$ cat src/rtl/weight_rom_stream_ctrl.sv
// Weight ROM read sequencer: streams rows 0..OUT_DEPTH-1 for num_passes passes
// through a two-stage ROM into a credit-protected output FIFO with valid/ready.
module weight_rom_stream_ctrl #(
  parameter int OUT_DEPTH  = 32,
  parameter int ADDR_WIDTH = $clog2(OUT_DEPTH) + 1,
  parameter int DATA_WIDTH = 128,
  parameter int PASS_WIDTH = 16,
  parameter int FIFO_DEPTH = 4
) (
  input  logic                  clk,
  input  logic                  rst,
  input  logic                  start,
  input  logic [PASS_WIDTH-1:0] num_passes,
  output logic                  busy,
  output logic                  done,
  output logic [ADDR_WIDTH-1:0] rom_addr,
  output logic                  rom_ce,
  input  logic [DATA_WIDTH-1:0] rom_q,
  output logic [DATA_WIDTH-1:0] data_out,
  output logic                  data_out_last,
  output logic                  data_out_valid,
  input  logic                  data_out_ready,
  output logic [1:0]            state_dbg
);

  // Handshake: a row transfers on any rising edge where data_out_valid and
  // data_out_ready are both high; valid never drops until that transfer.

  localparam int PTR_W = (FIFO_DEPTH > 1) ? $clog2(FIFO_DEPTH) : 1;
  localparam int CNT_W = $clog2(FIFO_DEPTH + 1);
  localparam int SUM_W = CNT_W + 1;

  typedef enum logic [1:0] {
    S_IDLE  = 2'd0,
    S_RUN   = 2'd1,
    S_DRAIN = 2'd2
  } state_t;

  state_t                state, state_nxt;
  logic                  done_nxt;
  logic [ADDR_WIDTH-1:0] row_cnt;
  logic [PASS_WIDTH-1:0] pass_cnt;
  logic [PASS_WIDTH-1:0] passes_q;
  logic                  v0, v1, l0, l1;
  logic                  issue, row_is_last, pass_is_last, accept_start;
  logic [SUM_W-1:0]      credit_used;

  logic [DATA_WIDTH-1:0] mem      [FIFO_DEPTH];
  logic                  last_mem [FIFO_DEPTH];
  logic [PTR_W-1:0]      wr_ptr, rd_ptr;
  logic [CNT_W-1:0]      fifo_count;
  logic                  push, pop;

  assign busy           = (state != S_IDLE);
  assign rom_ce         = busy;
  assign rom_addr       = row_cnt;
  assign state_dbg      = state;
  assign data_out_valid = (fifo_count != '0);
  assign data_out       = mem[rd_ptr];
  assign data_out_last  = data_out_valid && last_mem[rd_ptr];

  // Credits count buffered rows plus rows still inside the ROM pipeline.
  assign credit_used  = SUM_W'(fifo_count) + SUM_W'(v0) + SUM_W'(v1);
  assign issue        = (state == S_RUN) && (credit_used < SUM_W'(FIFO_DEPTH));
  assign row_is_last  = (row_cnt == ADDR_WIDTH'(OUT_DEPTH - 1));
  assign pass_is_last = (pass_cnt == passes_q - PASS_WIDTH'(1));
  assign accept_start = (state == S_IDLE) && start && (num_passes != '0);
  assign push         = rom_ce && v1;
  assign pop          = data_out_valid && data_out_ready;

  always_comb begin
    state_nxt = state;
    done_nxt  = 1'b0;
    case (state)
      S_IDLE: begin
        if (start) begin
          if (num_passes != '0) state_nxt = S_RUN;
          else                  done_nxt  = 1'b1;
        end
      end
      S_RUN: begin
        if (issue && row_is_last && pass_is_last) state_nxt = S_DRAIN;
      end
      S_DRAIN: begin
        if (!v0 && !v1 && (fifo_count == '0)) begin
          state_nxt = S_IDLE;
          done_nxt  = 1'b1;
        end
      end
      default: state_nxt = S_IDLE;
    endcase
  end

  always_ff @(posedge clk or negedge rst) begin
    if (!rst) begin
      state <= S_IDLE;
      done  <= 1'b0;
    end else begin
      state <= state_nxt;
      done  <= done_nxt;
    end
  end

  always_ff @(posedge clk or negedge rst) begin
    if (!rst) begin
      row_cnt  <= '0;
      pass_cnt <= '0;
      passes_q <= '0;
    end else if (accept_start) begin
      row_cnt  <= '0;
      pass_cnt <= '0;
      passes_q <= num_passes;
    end else if (issue) begin
      if (row_is_last) begin
        row_cnt  <= '0;
        pass_cnt <= pass_cnt + PASS_WIDTH'(1);
      end else begin
        row_cnt <= row_cnt + ADDR_WIDTH'(1);
      end
    end
  end

  // v0/l0 track the ROM address register, v1/l1 its output register.
  always_ff @(posedge clk or negedge rst) begin
    if (!rst) begin
      v0 <= 1'b0;
      v1 <= 1'b0;
      l0 <= 1'b0;
      l1 <= 1'b0;
    end else if (rom_ce) begin
      v0 <= issue;
      l0 <= issue && row_is_last;
      v1 <= v0;
      l1 <= l0;
    end
  end

  always_ff @(posedge clk) begin
    if (push) begin
      mem[wr_ptr]      <= rom_q;
      last_mem[wr_ptr] <= l1;
    end
  end

  always_ff @(posedge clk or negedge rst) begin
    if (!rst) begin
      wr_ptr     <= '0;
      rd_ptr     <= '0;
      fifo_count <= '0;
    end else begin
      if (push)
        wr_ptr <= (wr_ptr == PTR_W'(FIFO_DEPTH - 1)) ? '0 : wr_ptr + PTR_W'(1);
      if (pop)
        rd_ptr <= (rd_ptr == PTR_W'(FIFO_DEPTH - 1)) ? '0 : rd_ptr + PTR_W'(1);
      case ({push, pop})
        2'b10:   fifo_count <= fifo_count + CNT_W'(1);
        2'b01:   fifo_count <= fifo_count - CNT_W'(1);
        default: fifo_count <= fifo_count;
      endcase
    end
  end

endmodule

$ cat config.mk
export PLATFORM = sky130hd
export DESIGN_NAME = weight_rom_stream_ctrl
export DESIGN_NICKNAME = d
export VERILOG_FILES = /design/src/rtl/weight_rom_stream_ctrl.sv
export SDC_FILE = /design/constraint.sdc
export NUM_CORES = 1
export LEC_CHECK = 0
export ABC_AREA = 1
export CORE_MARGIN = 1.5
export CORE_UTILIZATION = 45
export CTS_CLUSTER_SIZE = 10
export DETAILED_ROUTE_END_ITERATION = 10
export PLACE_DENSITY = 0.7
export SLEW_MARGIN = 5
export SYNTH_ARGS = -nofsm -noshare
export SYNTH_HDL_FRONTEND = slang
export SYNTH_SLANG_ARGS = --single-unit
$ cat constraint.sdc
create_clock -name clk -period 6.11 [get_ports clk]
set_input_delay 0.611 -clock clk [delete_from_list [all_inputs] [get_ports clk]]
set_output_delay 0.611 -clock clk [all_outputs]
set_load 0.05 [all_outputs]
**A small window of the routed layout**

The bar under the picture is 10 µm long. Region (93, 48) to (133, 88) µm. Cells in gray, sequential cells in the stronger gray; small squares are vias.
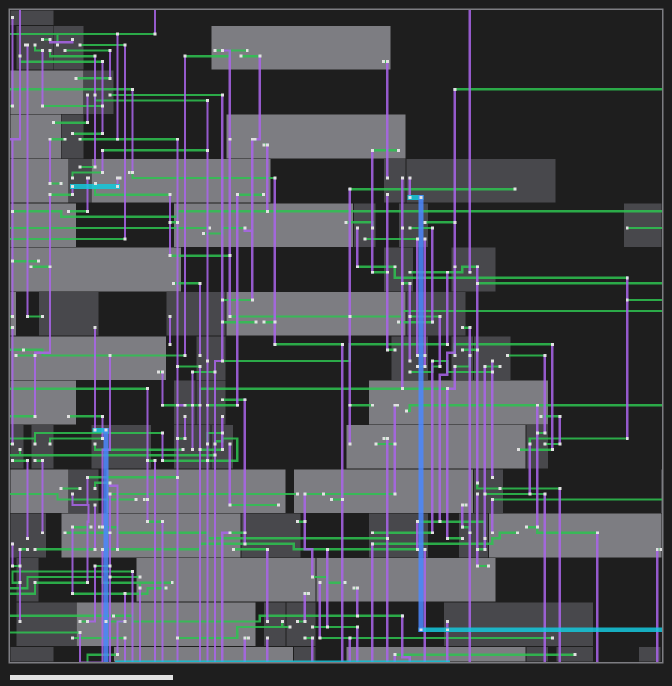
Key: purple = M2; blue = M4; green = M1; cyan = M3
Netlist names of flops here include mem (16). Sequential cells in the window: 16. Most frequent: edfxtp_1 (16), nor2_1 (11), o21ai_0 (10). 52 logic cells have their middle in the window.

**Track usage over the die**

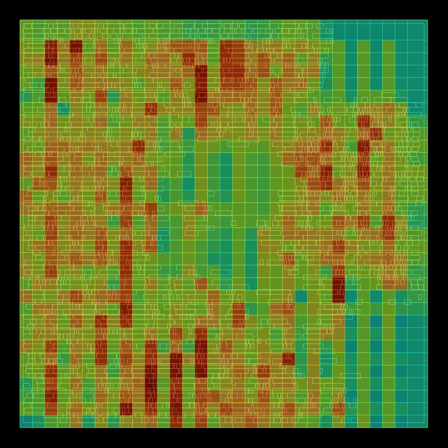
GRT met1 Usage: 0.2701
global route hottest layer: met2

**Drive-strength map**

The bar under the picture is 50 µm long.
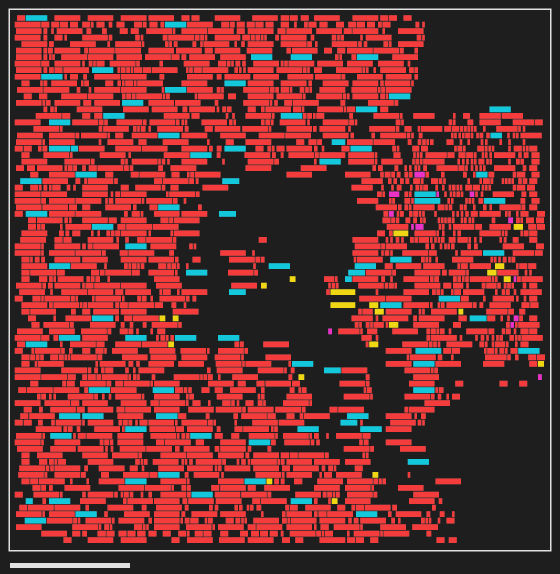
Key: red = x1 and smaller [cells 1866, share 94%]; magenta = x2 [cells 13, share 0.65%]; yellow = x3 and x4 [cells 22, share 1.1%]; cyan = x6 and larger [cells 85, share 4.3%]
final setup margin: 1.572 ns
design area: 27680 µm²
Non-CTS buffers: 303
area overhead of the layout relative to synthesis: 24.82%

**M1 wires**

The bar under the picture is 50 µm long. Supply wires on this layer in gray.
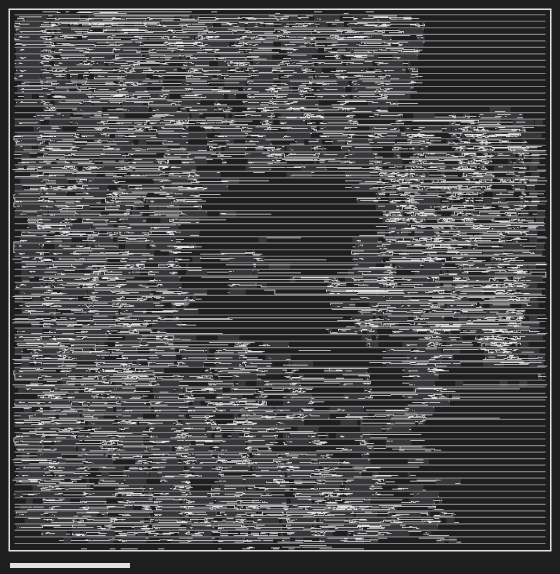
The layer carries 22.4 mm of wire. The longest straight run is 55.2 µm.
detailed-route via count: 14450
total routed wirelength: 53090 µm

**M2 wires**

The bar under the picture is 50 µm long.
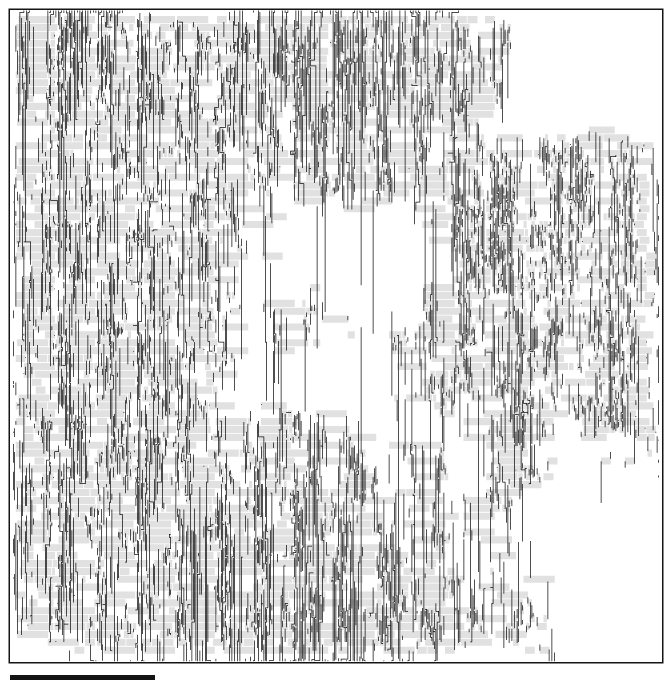
The wires run mostly vertical. 1754 nets have wire on it. The longest straight run is 94.2 µm.
grt met2 use: 0.3329

## path summary, 6_finish.rpt
check | from | endpoint | slack, ns
max | rd_ptr[1] | data_out[99] | 1.57
min | rst | rom_addr[1] | 0.16
max reg2reg | state_dbg[1] | mem[3][93] | 3.03
min reg2reg | passes_q[15] | passes_q[15] | 0.51
max in group asynchronous | rst | rd_ptr[1] | 5.42
min in group clk | passes_q[15] | passes_q[15] | 0.51
## routing by layer
layer | up-vias | GRT usage | wire length [µm]
li1 | 6731 | - | -
met1 | 7155 | 0.2701 | 22370
met2 | 446 | 0.3329 | 25150
met3 | 105 | 0.06623 | 4055
met4 | 10 | 0.07512 | 1452
met5 | - | 0 | 66
## flip-flops by register name (all words and copies together), names as in the netlist, 2 cells and up
register	cells
pass_cnt	16
mem	512
rom_addr	6
state_dbg	2
fifo_count	3
last_mem	4
wr_ptr	2
passes_q	16
rd_ptr	2
## synthesized netlist by cell type (all sizes together)
cell	count	area share
fa	1	0.00090
o211a	1	0.00045
o211ai	1	0.00034
or2	2	0.00068
dfrtp	52	0.059
nor4	6	0.0020
inv	58	0.0099
xor2	17	0.0067
o31ai	2	0.00068
nand3b	4	0.0014
nand4	11	0.0034
o21bai	1	0.00034
buf	27	0.0062
nor2	316	0.055
clkbuf	66	0.011
ha	10	0.0056
nand2	101	0.018
xnor2	8	0.0032
edfxtp	516	0.70
nor3	9	0.0023
nand3	37	0.0089
a31oi	1	0.00028
o21ai	285	0.064
a21boi	1	0.00034
a21oi	18	0.0041
and3	2	0.00056
o21a	1	0.00034
o22ai	128	0.036
## cell type report
cell class | count | area [µm²]
fillers | 3822 | 21060
flip-flops and latches | 568 | 16800
multi-input cells | 963 | 4808
repair buffers | 303 | 3053
clock buffers | 86 | 1832
well taps | 664 | 830.8
inverters | 58 | 226.5
clock inverters | 8 | 122.6
diodes | 3 | 7.507
## logic make-up after synthesis
logic type	Yosys count	synth area share
flops	568	0.7573
compound gates	439	0.1072
buf+inv	151	0.02730
fa+ha+maj	11	0.006544
xor+xnor	25	0.009872
simple gates	488	0.09178
## per-stage QoR
stage	instances	power (W)	hold slack, ns	worst slack, ns	TNS, ns
floorplan	1682	0.01010	0.3154	-1.293	-667.38
global placement	2556	0.01236	0.4863	2.219	0
detailed placement	2556	0.01243	0.4953	2.185	0
CTS	2650	0.01606	0.1590	1.538	0
global route	2652	0.01663	0.2101	1.361	0
finish	2653	0.01592	0.1605	1.572	0
## power groups by stage
stage          clock network (W)  logic, W  registers (W)
3_3_place_gp                   0   0.00686        0.00550
4_1_cts                  0.00366   0.00694        0.00546
5_1_grt                  0.00381   0.00730        0.00552
6_report                 0.00359   0.00687        0.00545
3_5_place_dp                   0   0.00690        0.00553
2_1_floorplan                  0   0.00444        0.00566
## placed cells by master, fill, tap and decap left out, types with 10 or more instances in the layout
cell,n
o21ai_1,11
nor2_1,307
o22ai_1,128
nand2_1,99
xor2_1,17
o21ai_0,274
edfxtp_1,516
ha_1,10
clkbuf_1,14
clkdlybuf4s50_1,287
nand3_1,36
clkbuf_16,70
nand4_1,10
a21oi_1,18
buf_4,10
dfrtp_1,50
inv_1,52
==> impl_metrics.yaml <==
# synthesis and place-and-route metrics
synth:
  number_of_warnings_reported_in_the_yosys_synthesis_log: 0
  netlist-cell-type-count: 43
  synthCells: 1682
  ys_seq_share: 0.7573
  fp_nets: 1841
  yosys-stat-area_um2: 22180
  synth.avg_cell_area_um2: 13.19
timing:
  slew_headroom: 0.1442
  report.final.setup_viol: 0
  final.min_clock_period_ns: 4.538
  worst_margin_pin_slew_ns: 1.284
  hold_viol_final: 0
  rsz0062_at_grt: "false"
  maximum_frequency_from_static_timing_analysis_mhz: 220.4
  layout_worst_path_cycle_share: 0.7427
power:
  power.static_leakage_nw: 9.491
  clkPwrFrac: 0.225
  vdd.ir_drop.worst_v: 0.0005464
  power.share.switching: 0.4211
  net-switching-power_w: 0.006702
  combinationalPowerShare: 0.432
  pwr_dens_nw_per_um2: 574.9
  p_int_w: 0.009213
floorplan:
  rows: 81
  floorplan.initialDensity: 0.4550
  pin_count: 289
  core_area_um2: 48750
  die_y_um: 225.0
  dieWidth_um: 225.0
cts:
  postCtsResizedCells: 0
  cts_tree: "done"
  hold_bufs_inserted_after_cts: 0
  cts.sink_count: 568
  clock_tree.buffer_depth: 3
  clock_transition_at_the_registers_of_the_reported_paths_ns: 0.05
  post_cts.repair.setup_buffers: 0
worst_setup_path:
  worst_setup_path_start_kind: "flop"
  critical-path-top-delay-family: "buffers and inverters"
  critPathSlowestCell: "clkinv_2"
  timing.critical_path.cells: "clkinv_2 -> buf_12 -> o21ai_0 -> o22ai_1 -> clkdlybuf4s50_1"
  criticalPathCategory: "reg -> out"
  critical_path_required_ns: 5.50
  critPathBufInv: 3
  critPathMaxFanout: 69
  critical_path_sink_type: "output pin"
  critPathArrivalTime_ns: 3.93
  r2r.worst_path.cells: 5
  critical_path_cell_count: 5
  max_stage_delay_ns: 0.97
placed_design:
  port_buffers: 288
  gp_congestion: 0.8346
detailed_routing:
  routed_wl_per_cell_um: 20.01
  firstDrtPassIters: 5
  drt_iter0_markers: 1114
  remaining_drc_errors: 0
min_path:
  hold_class: "in -> async"
layout:
  num-nets-final: 2121
  layout.core_utilization: 0.5679
grt:
  antenna_violations_before_repair: 8
  total_global_routing_track_utilization: 0.2091
  global_route.overflow_total: 0
  grt_start_max_net_pins: 261
  global_route_wire_length_before_repair_um: 81590
outcome:
  run_status: "complete, no violations"
Power is estimated from default activity; no workload was simulated.
